[src/rtl/ps2_pkg.sv]
`default_nettype none
// ============================================================================
// Module      : ps2_pkg
// Description : Set-2 scan-code constants and key-event types shared by the
//               PS/2 key decoder and its event queue.
// Revision    : 1.0 - initial release
// ============================================================================
package ps2_pkg;

    // Scan-code bytes with special meaning to the decoder
    localparam logic [7:0] c_SC_AA = 8'hAA;  // keyboard self-test passed
    localparam logic [7:0] c_SC_E0 = 8'hE0;  // extended-key prefix
    localparam logic [7:0] c_SC_E1 = 8'hE1;  // Pause sequence start
    localparam logic [7:0] c_SC_F0 = 8'hF0;  // break (release) prefix
    localparam logic [7:0] c_SC_FA = 8'hFA;  // command acknowledge
    localparam logic [7:0] c_SC_FE = 8'hFE;  // command resend request
    localparam logic [7:0] c_SC_58 = 8'h58;  // Caps Lock
    localparam logic [7:0] c_SC_77 = 8'h77;  // Num Lock
    localparam logic [7:0] c_SC_7E = 8'h7E;  // Scroll Lock

    // Bytes swallowed after E1 (E1 14 77 E1 F0 14 F0 77 is 8 bytes total)
    localparam logic [2:0] c_PAUSE_SWALLOW = 3'd7;

    // Full key event, used when releases are reported
    typedef struct packed {
        logic       released;
        logic       extended;
        logic [7:0] code;
    } ps2_key_event_t;

    // Press-only key event: the released bit has no storage
    typedef struct packed {
        logic       extended;
        logic [7:0] code;
    } ps2_key_event_nr_t;

endpackage : ps2_pkg
`default_nettype wire

[src/rtl/ps2_event_fifo.sv]
`default_nettype none
// ============================================================================
// Module      : ps2_event_fifo
// Description : Synchronous valid/ready queue of DEPTH entries of element
//               type T. DEPTH must be a power of two and at least 2 so the
//               pointers wrap naturally. The head entry is read straight from
//               register storage, so it is stable while the consumer stalls.
// Revision    : 1.0 - initial release
// ============================================================================
module ps2_event_fifo #(
    parameter int  DEPTH = 4,
    parameter type T     = logic [7:0]
) (
    input  logic clk,
    input  logic rst_n,
    input  logic in_valid,
    output logic in_ready,
    input  T     in_data,
    output logic out_valid,
    input  logic out_ready,
    output T     out_data
);

    localparam int                 c_PTR_W = $clog2(DEPTH);
    localparam logic [c_PTR_W:0]   c_FULL  = (c_PTR_W + 1)'(DEPTH);

    T                   r_mem [DEPTH];
    logic [c_PTR_W-1:0] r_wr_ptr;
    logic [c_PTR_W-1:0] r_rd_ptr;
    logic [c_PTR_W:0]   r_count;

    logic w_push;
    logic w_pop;

    assign in_ready  = (r_count != c_FULL);
    assign out_valid = (r_count != '0);
    assign out_data  = r_mem[r_rd_ptr];
    assign w_push    = in_valid && in_ready;
    assign w_pop     = out_valid && out_ready;

    // Storage, pointers and occupancy; a simultaneous push and pop nets zero
    always_ff @(posedge clk or negedge rst_n) begin
        if (!rst_n) begin
            for (int i = 0; i < DEPTH; i++) begin
                r_mem[i] <= '0;
            end
            r_wr_ptr <= '0;
            r_rd_ptr <= '0;
            r_count  <= '0;
        end else begin
            if (w_push) begin
                r_mem[r_wr_ptr] <= in_data;
                r_wr_ptr        <= r_wr_ptr + 1'b1;
            end
            if (w_pop) begin
                r_rd_ptr <= r_rd_ptr + 1'b1;
            end
            case ({w_push, w_pop})
                2'b10:   r_count <= r_count + 1'b1;
                2'b01:   r_count <= r_count - 1'b1;
                default: r_count <= r_count;
            endcase
        end
    end

endmodule : ps2_event_fifo
`default_nettype wire

[src/rtl/ps2_key_decoder.sv]
`default_nettype none
// ============================================================================
// Module      : ps2_key_decoder
// Description : Set-2 scan-code decoder. Tracks E0/F0 prefixes, swallows the
//               E1 Pause sequence, maintains Caps/Num/Scroll lock state and
//               queues key events for the terminal input path. Keyboard
//               command responses (FA, FE, AA) become one-cycle strobes.
// Options     : PS2_KEY_RELEASE_EN - when defined, key releases are queued
//               with released = 1; otherwise they are dropped and the
//               released bit has no storage.
// Revision    : 1.0 - initial release
// ============================================================================
module ps2_key_decoder
    import ps2_pkg::*;
#(
    parameter int FIFO_DEPTH = 4
) (
    input  logic       clk,
    input  logic       reset_low,
    input  logic       scan_code_valid,
    input  logic [7:0] scan_code_byte,
    output logic       scan_code_ready,
    output logic       event_valid,
    input  logic       event_ready,
    output logic [7:0] event_code,
    output logic       event_extended,
    output logic       event_released,
    output logic       acknowledge,
    output logic       resend,
    output logic       set_status,
    output logic       status_caps_lock,
    output logic       status_num_lock,
    output logic       status_scroll_lock
);

`ifdef PS2_KEY_RELEASE_EN
    typedef ps2_key_event_t    evt_t;
`else
    typedef ps2_key_event_nr_t evt_t;
`endif

    // Decoder state
    logic       r_extended;
    logic       r_released;
    logic [2:0] r_pause_cnt;

    // Next-state / enqueue decisions for the byte being accepted
    logic       w_accept;
    logic       w_push;
    evt_t       w_evt;
    evt_t       w_head;
    logic       w_extended_nxt;
    logic       w_released_nxt;
    logic [2:0] w_pause_cnt_nxt;
    logic       w_ack_nxt;
    logic       w_resend_nxt;
    logic       w_status_nxt;
    logic       w_caps_nxt;
    logic       w_num_nxt;
    logic       w_scroll_nxt;
    logic       w_fifo_in_ready;

    // Every byte class stalls together on a full queue, so bytes are always
    // processed in order even when they would not themselves be enqueued.
    assign w_accept        = scan_code_valid && w_fifo_in_ready;
    assign scan_code_ready = w_fifo_in_ready;

    // Classify the accepted byte and decide what it does to the state
    always_comb begin
        w_push          = 1'b0;
        w_evt           = '0;
        w_evt.code      = scan_code_byte;
        w_evt.extended  = r_extended;
        w_extended_nxt  = r_extended;
        w_released_nxt  = r_released;
        w_pause_cnt_nxt = r_pause_cnt;
        w_ack_nxt       = 1'b0;
        w_resend_nxt    = 1'b0;
        w_status_nxt    = 1'b0;
        w_caps_nxt      = status_caps_lock;
        w_num_nxt       = status_num_lock;
        w_scroll_nxt    = status_scroll_lock;

        if (w_accept) begin
            if (r_pause_cnt != 3'd0) begin
                // Tail of the Pause sequence, including any FA/FE/AA inside it
                w_pause_cnt_nxt = r_pause_cnt - 3'd1;
            end else if (scan_code_byte == c_SC_E1) begin
                w_push          = 1'b1;
                w_evt.code      = c_SC_E1;
                w_evt.extended  = 1'b0;
                w_pause_cnt_nxt = c_PAUSE_SWALLOW;
                w_extended_nxt  = 1'b0;
                w_released_nxt  = 1'b0;
            end else if (scan_code_byte == c_SC_E0) begin
                w_extended_nxt = 1'b1;
            end else if (scan_code_byte == c_SC_F0) begin
                // F0 leaves a pending E0 in place (E0 F0 xx)
                w_released_nxt = 1'b1;
            end else if (!r_extended && scan_code_byte == c_SC_FA) begin
                w_ack_nxt      = 1'b1;
                w_released_nxt = 1'b0;
            end else if (!r_extended && scan_code_byte == c_SC_FE) begin
                w_resend_nxt   = 1'b1;
                w_released_nxt = 1'b0;
            end else if (!r_extended && scan_code_byte == c_SC_AA) begin
                // Keyboard reset itself: LEDs must be rewritten
                w_status_nxt   = 1'b1;
                w_released_nxt = 1'b0;
            end else begin
                w_extended_nxt = 1'b0;
                w_released_nxt = 1'b0;
                if (r_released) begin
`ifdef PS2_KEY_RELEASE_EN
                    w_push         = 1'b1;
                    w_evt.released = 1'b1;
`endif
                end else begin
                    w_push = 1'b1;
                    if (!r_extended) begin
                        case (scan_code_byte)
                            c_SC_58: begin
                                w_caps_nxt   = !status_caps_lock;
                                w_status_nxt = 1'b1;
                            end
                            c_SC_77: begin
                                w_num_nxt    = !status_num_lock;
                                w_status_nxt = 1'b1;
                            end
                            c_SC_7E: begin
                                w_scroll_nxt = !status_scroll_lock;
                                w_status_nxt = 1'b1;
                            end
                            default: ;
                        endcase
                    end
                end
            end
        end
    end

    // Register prefix flags, Pause counter, lock bits and one-cycle strobes
    always_ff @(posedge clk or negedge reset_low) begin
        if (!reset_low) begin
            r_extended         <= 1'b0;
            r_released         <= 1'b0;
            r_pause_cnt        <= 3'd0;
            acknowledge        <= 1'b0;
            resend             <= 1'b0;
            set_status         <= 1'b0;
            status_caps_lock   <= 1'b0;
            status_num_lock    <= 1'b0;
            status_scroll_lock <= 1'b0;
        end else begin
            r_extended         <= w_extended_nxt;
            r_released         <= w_released_nxt;
            r_pause_cnt        <= w_pause_cnt_nxt;
            acknowledge        <= w_ack_nxt;
            resend             <= w_resend_nxt;
            set_status         <= w_status_nxt;
            status_caps_lock   <= w_caps_nxt;
            status_num_lock    <= w_num_nxt;
            status_scroll_lock <= w_scroll_nxt;
        end
    end

    ps2_event_fifo #(
        .DEPTH (FIFO_DEPTH),
        .T     (evt_t)
    ) u_event_fifo (
        .clk       (clk),
        .rst_n     (reset_low),
        .in_valid  (w_push),
        .in_ready  (w_fifo_in_ready),
        .in_data   (w_evt),
        .out_valid (event_valid),
        .out_ready (event_ready),
        .out_data  (w_head)
    );

    assign event_code     = w_head.code;
    assign event_extended = w_head.extended;
`ifdef PS2_KEY_RELEASE_EN
    assign event_released = w_head.released;
`else
    assign event_released = 1'b0;
`endif

endmodule : ps2_key_decoder
`default_nettype wire

[config.mk]
export PLATFORM = sky130hd
export DESIGN_NAME = ps2_key_decoder
export DESIGN_NICKNAME = d
export VERILOG_FILES = /design/src/rtl/ps2_pkg.sv /design/src/rtl/ps2_event_fifo.sv /design/src/rtl/ps2_key_decoder.sv
export SDC_FILE = /design/constraint.sdc
export NUM_CORES = 1
export LEC_CHECK = 0
export CAP_MARGIN = 5
export CORE_UTILIZATION = 55
export DETAILED_ROUTE_END_ITERATION = 10
export PLACE_DENSITY_LB_ADDON = 0.25
export SETUP_SLACK_MARGIN = 0.5
export SYNTH_ARGS = -nofsm -noshare
export SYNTH_HDL_FRONTEND = slang
export SYNTH_SLANG_ARGS = --single-unit
[constraint.sdc]
create_clock -name clk -period 3.4 [get_ports clk]
set_input_delay 0.34 -clock clk [delete_from_list [all_inputs] [get_ports clk]]
set_output_delay 0.34 -clock clk [all_outputs]
set_load 0.005 [all_outputs]
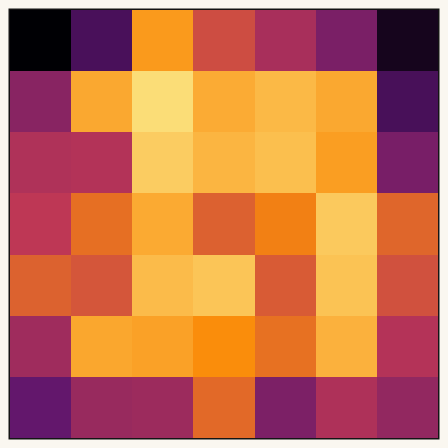
run_1/density.png
7 x 7 tiles, from black (low) to pale yellow (high), 0 to 100% covered.
mean over tiles: 60%
fullest tile: 93%
tiles over 75% full: 39%
nearly empty tiles: 2.0%
final cell utilization of the core: 67.4%
effective utilization at floorplan: 57.0%
placeable core region: 0.00472 mm²

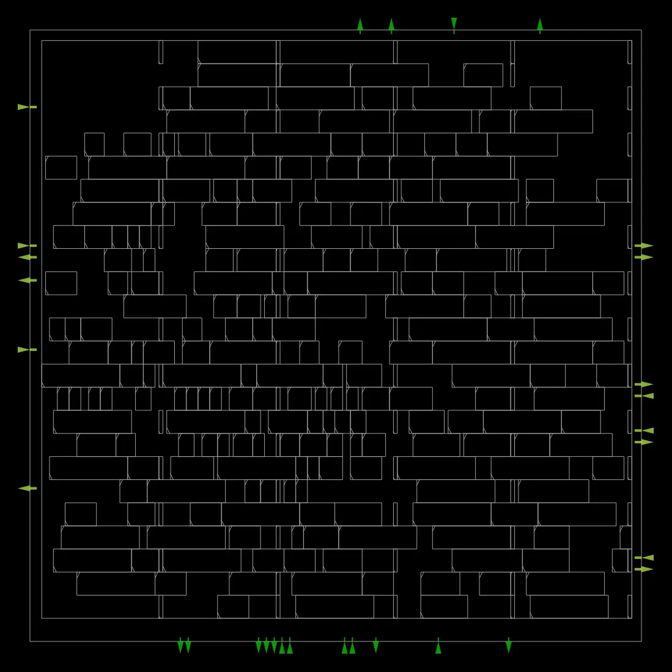
run_1/final_placement.png
sequential fraction of total cell area: 42.5%
count of flip-flops and latches: 54
site row count: 25
number of fill cells in the layout: 348

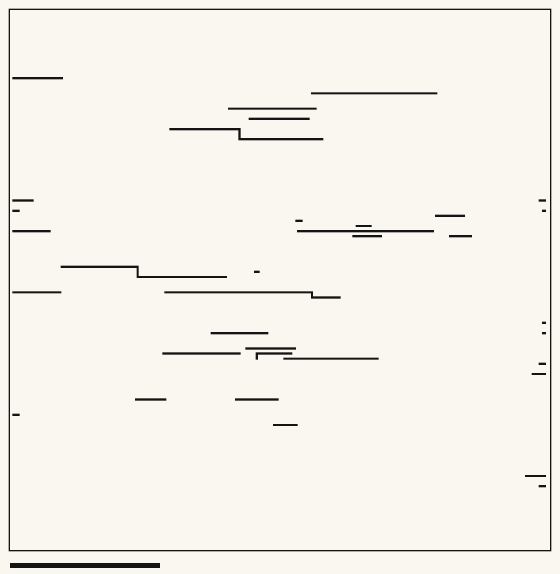
run_1/met3.png
The bar under the picture is 20 µm long.
wire length on this layer: 218 µm
longest straight run: 19.5 µm
Total Wirelength: 5430 µm
met3 capacity usage during global routing: 5.00%
count of vias placed by the detailed router: 1808

==> flow_summary.rst, run 1 <==
Implementation results
======================

.. list-table::
   :header-rows: 1

   * - Metric
     - Value
   * - Result of the run
     - finished, violations left
   * - Violations in the final reports
     - hold timing
   * - H-tree Lvls
     - 2
   * - Class of the tightest hold or removal check
     - in -> async
   * - Global-route met2 utilization
     - 39.1%
   * - Vias in the first global route
     - 1862
   * - Number of endpoints with negative hold slack in the final report
     - 20
   * - Proportion of total power due to net switching
     - a little under a third
   * - Most common logic cells in the final layout
     - sky130_fd_sc_hd__dfrtp_1, sky130_fd_sc_hd__clkdlybuf4s50_1, sky130_fd_sc_hd__a32o_1, sky130_fd_sc_hd__nor2_1
   * - Largest delay share family, worst path
     - buffers and inverters
   * - Flip-flop count of the largest register, all copies and words added
     - 36
   * - Detailed Place HPWL
     - 3930 µm
   * - Setup Buffers After CTS
     - 0
   * - Remaining Overflow, GRT
     - 0
   * - Average routed wire per standard cell
     - 17.9 µm
   * - Non-clk bufs
     - 37
   * - Clock net power
     - approximately 360 µW
   * - Number of ports placed on the die boundary
     - 30
   * - Setup CP Type
     - in -> reg
   * - Highest metal layer used by the detailed router
     - met4
   * - Routed wire length on met3
     - between 200 and 250 µm
   * - Clock network contribution to total cell area
     - 2.87%
   * - Net count reported at finish
     - 255
   * - Power per cell area
     - around 780 mW/mm²
   * - Chip area
     - 0.00518 mm²
   * - Setup repair after global routing missed its margin
     - false
   * - Slew at the pin closest to its max-slew limit
     - between 600 and 700 ps
   * - Part of the power in registers
     - a little under half
   * - Total cell area reported by yosys after synthesis
     - 0.00269 mm²
   * - Buffers & Inverters on Critical Path
     - 3
   * - Combined global-route utilization of all metal layers
     - 23.5%
   * - Largest registers in the final layout
     - u_event_fifo.r_mem x36, r_pause_cnt x3, u_event_fifo.r_count x3
   * - Clock insertion delay at the later pin of the skew report
     - just over 300 ps
   * - Number of synthesis warnings
     - 0
   * - Main logic family after synthesis
     - multiplexers
   * - FF-to-FF setup slack
     - 790 ps
   * - Crit-path max FO
     - 8
   * - Cell repeated most along the worst path
     - sky130_fd_sc_hd__xor2_1
   * - First-pass GRT wire length
     - 9130 µm
   * - Number of tap cells added at floorplan
     - 67
   * - Clock net sink count
     - 54
   * - Combined flip-flop and latch cell area
     - 0.00135 mm²
   * - AND-OR/OR-AND Cells, Area Fraction
     - between 10% and 20%
   * - Resized Gates After CTS
     - 0
   * - Max power group
     - registers
   * - Hold_ws
     - -11.2 ps
run 1: stage by stage:
step | total power, µW | worst slack (ps)
after global routing | 2640 | 500
after floorplan | 1740 | 766
final | 2490 | 651
after CTS | 2500 | 504
after detailed placement | 2140 | 202
after global placement | 2070 | 358
run 1: worst paths after layout:
check / endpoint / depth (start not counted)
max: u_event_fifo.r_count[2] / 12
min: u_event_fifo.r_mem[34] / 1
max reg2reg: u_event_fifo.r_count[2] / 10
min reg2reg: status_scroll_lock / 1
max in group asynchronous: u_event_fifo.r_mem[2] / 2
min in group clk: acknowledge / 2
==> run 2, diff against run 1 <==
- clock period: 3.4 -> 2.8 ns (I/O delays scaled with it)
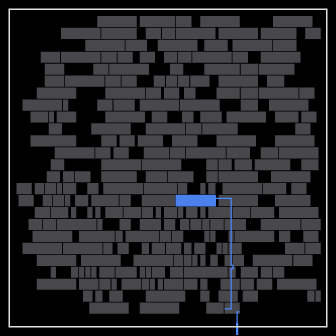
run_2/port_nets.png
legend:
  set_status:
    color: blue
    bits: 1
    direction: output
    edge: south
    end_cells: 1
    buffers: 1
    wire: 35.2 µm

==> run 2 against run 1 <==
Effect of this change: the run still ends with hold timing left; utilization is 4.2 points higher; sequential cell count unchanged; setup slack lost 130 ps; die size is the same; hold slack better by 10 ps; critical path type is now reg -> reg; highest routed layer unchanged.
==> flow_summary.rst, run 2 <==
Implementation results
======================

.. list-table::
   :header-rows: 1

   * - Metric
     - Value
   * - Result of the run
     - finished, violations left
   * - Violations in the final reports
     - hold timing
   * - Most common logic cells in the final layout
     - sky130_fd_sc_hd__dfrtp_1, sky130_fd_sc_hd__buf_4, sky130_fd_sc_hd__clkdlybuf4s50_1, sky130_fd_sc_hd__a32o_1, sky130_fd_sc_hd__nor2_1
   * - Worst slack after detailed placement
     - -17.8 ps (-219 ps)
   * - Hold_ws
     - -0.913 ps (+10.3 ps)
   * - AND-OR/OR-AND Cells, Area Fraction
     - 12.5% (unchanged)
   * - Combined flip-flop and latch cell area
     - 0.00136 mm² (+0.28%)
   * - Flip-flop count of the largest register, all copies and words added
     - 36 (unchanged)
   * - Power per cell area
     - 938 mW/mm² (+20%)
   * - Termination of the worst setup path
     - u_event_fifo.r_count[2]
   * - Largest delay share family, worst path
     - simple AND/OR/NAND/NOR gates
   * - Max power group
     - registers
   * - Chip area
     - 0.00518 mm² (unchanged)
   * - Main logic family after synthesis
     - multiplexers
   * - Placeable core region
     - 0.00472 mm² (unchanged)
   * - Resized Gates After CTS
     - 4 (+4)
   * - Capturing point of the worst reg2reg path
     - u_event_fifo.r_count[2]
   * - Worst-case setup margin in the final layout
     - 516 ps (-134 ps)
   * - Logic depth of the worst setup path including buffers
     - 10 (-2)
   * - Overall power of the completed layout
     - 3180 µW (+27%)
   * - H-tree Lvls
     - 2 (unchanged)
   * - Number of ports placed on the die boundary
     - 30 (unchanged)
   * - Part of the power in registers
     - 44.0% (-1.9 points)
   * - Number of endpoints with negative hold slack in the final report
     - 4 (-80%)
   * - Clock net sink count
     - 54 (unchanged)
   * - Cell repeated most along the worst path
     - sky130_fd_sc_hd__xor2_1
   * - Clock net power
     - 460 µW (+27%)
   * - Clock network contribution to total cell area
     - 2.92% (+0.052 points)
   * - Number of fill cells in the layout
     - 322 (-7.5%)
   * - FF-to-FF setup slack
     - 520 ps (-270 ps)
   * - Worst Reg-to-Reg Cells
     - 10 (unchanged)
   * - Remaining Overflow, GRT
     - 0 (unchanged)
   * - Setup CP Type
     - reg -> reg
   * - Largest registers in the final layout
     - u_event_fifo.r_mem x36, r_pause_cnt x3, u_event_fifo.r_count x3
   * - Average routed wire per standard cell
     - 18.4 µm (+2.8%)
   * - Buffers & Inverters on Critical Path
     - 1 (-2)
   * - First-pass GRT wire length
     - 9770 µm (+7.0%)
   * - Setup repair after global routing missed its margin
     - true
   * - Clock insertion delay at the later pin of the skew report
     - 310 ps (about the same)
   * - Class of the tightest hold or removal check
     - in -> async
   * - Total cell area reported by yosys after synthesis
     - 0.00269 mm² (unchanged)
   * - Proportion of total power due to net switching
     - 32.4% (+0.78 points)
   * - Highest metal layer used by the detailed router
     - met4
   * - Final cell utilization of the core
     - 71.6% (+4.2 points)
   * - Site row count
     - 25 (unchanged)
==> run 2: cell count changes in the layout (fill, tap and decap cells not counted), moves of 2 or more <==
cell / delta
sky130_fd_sc_hd__buf_4: +13
sky130_fd_sc_hd__buf_6: +2
sky130_fd_sc_hd__clkdlybuf4s50_1: -4
sky130_fd_sc_hd__dlymetal6s2s_1: +4
sky130_fd_sc_hd__ha_4: +2
sky130_fd_sc_hd__inv_1: -3
sky130_fd_sc_hd__inv_2: +3
sky130_fd_sc_hd__o21ai_4: +2
==> run 2: metal layers <==
| layer | GRT usage (%) | up-vias |
|---|---|---|
| met1 | 31.7 | 964 |
| li1 | - | 845 |
| met5 | 0 | - |
| met2 | 43.1 | 61 |
| met3 | 4.58 | 10 |
| met4 | 8.50 | 0 |
Power and IR drop assume default switching activity.
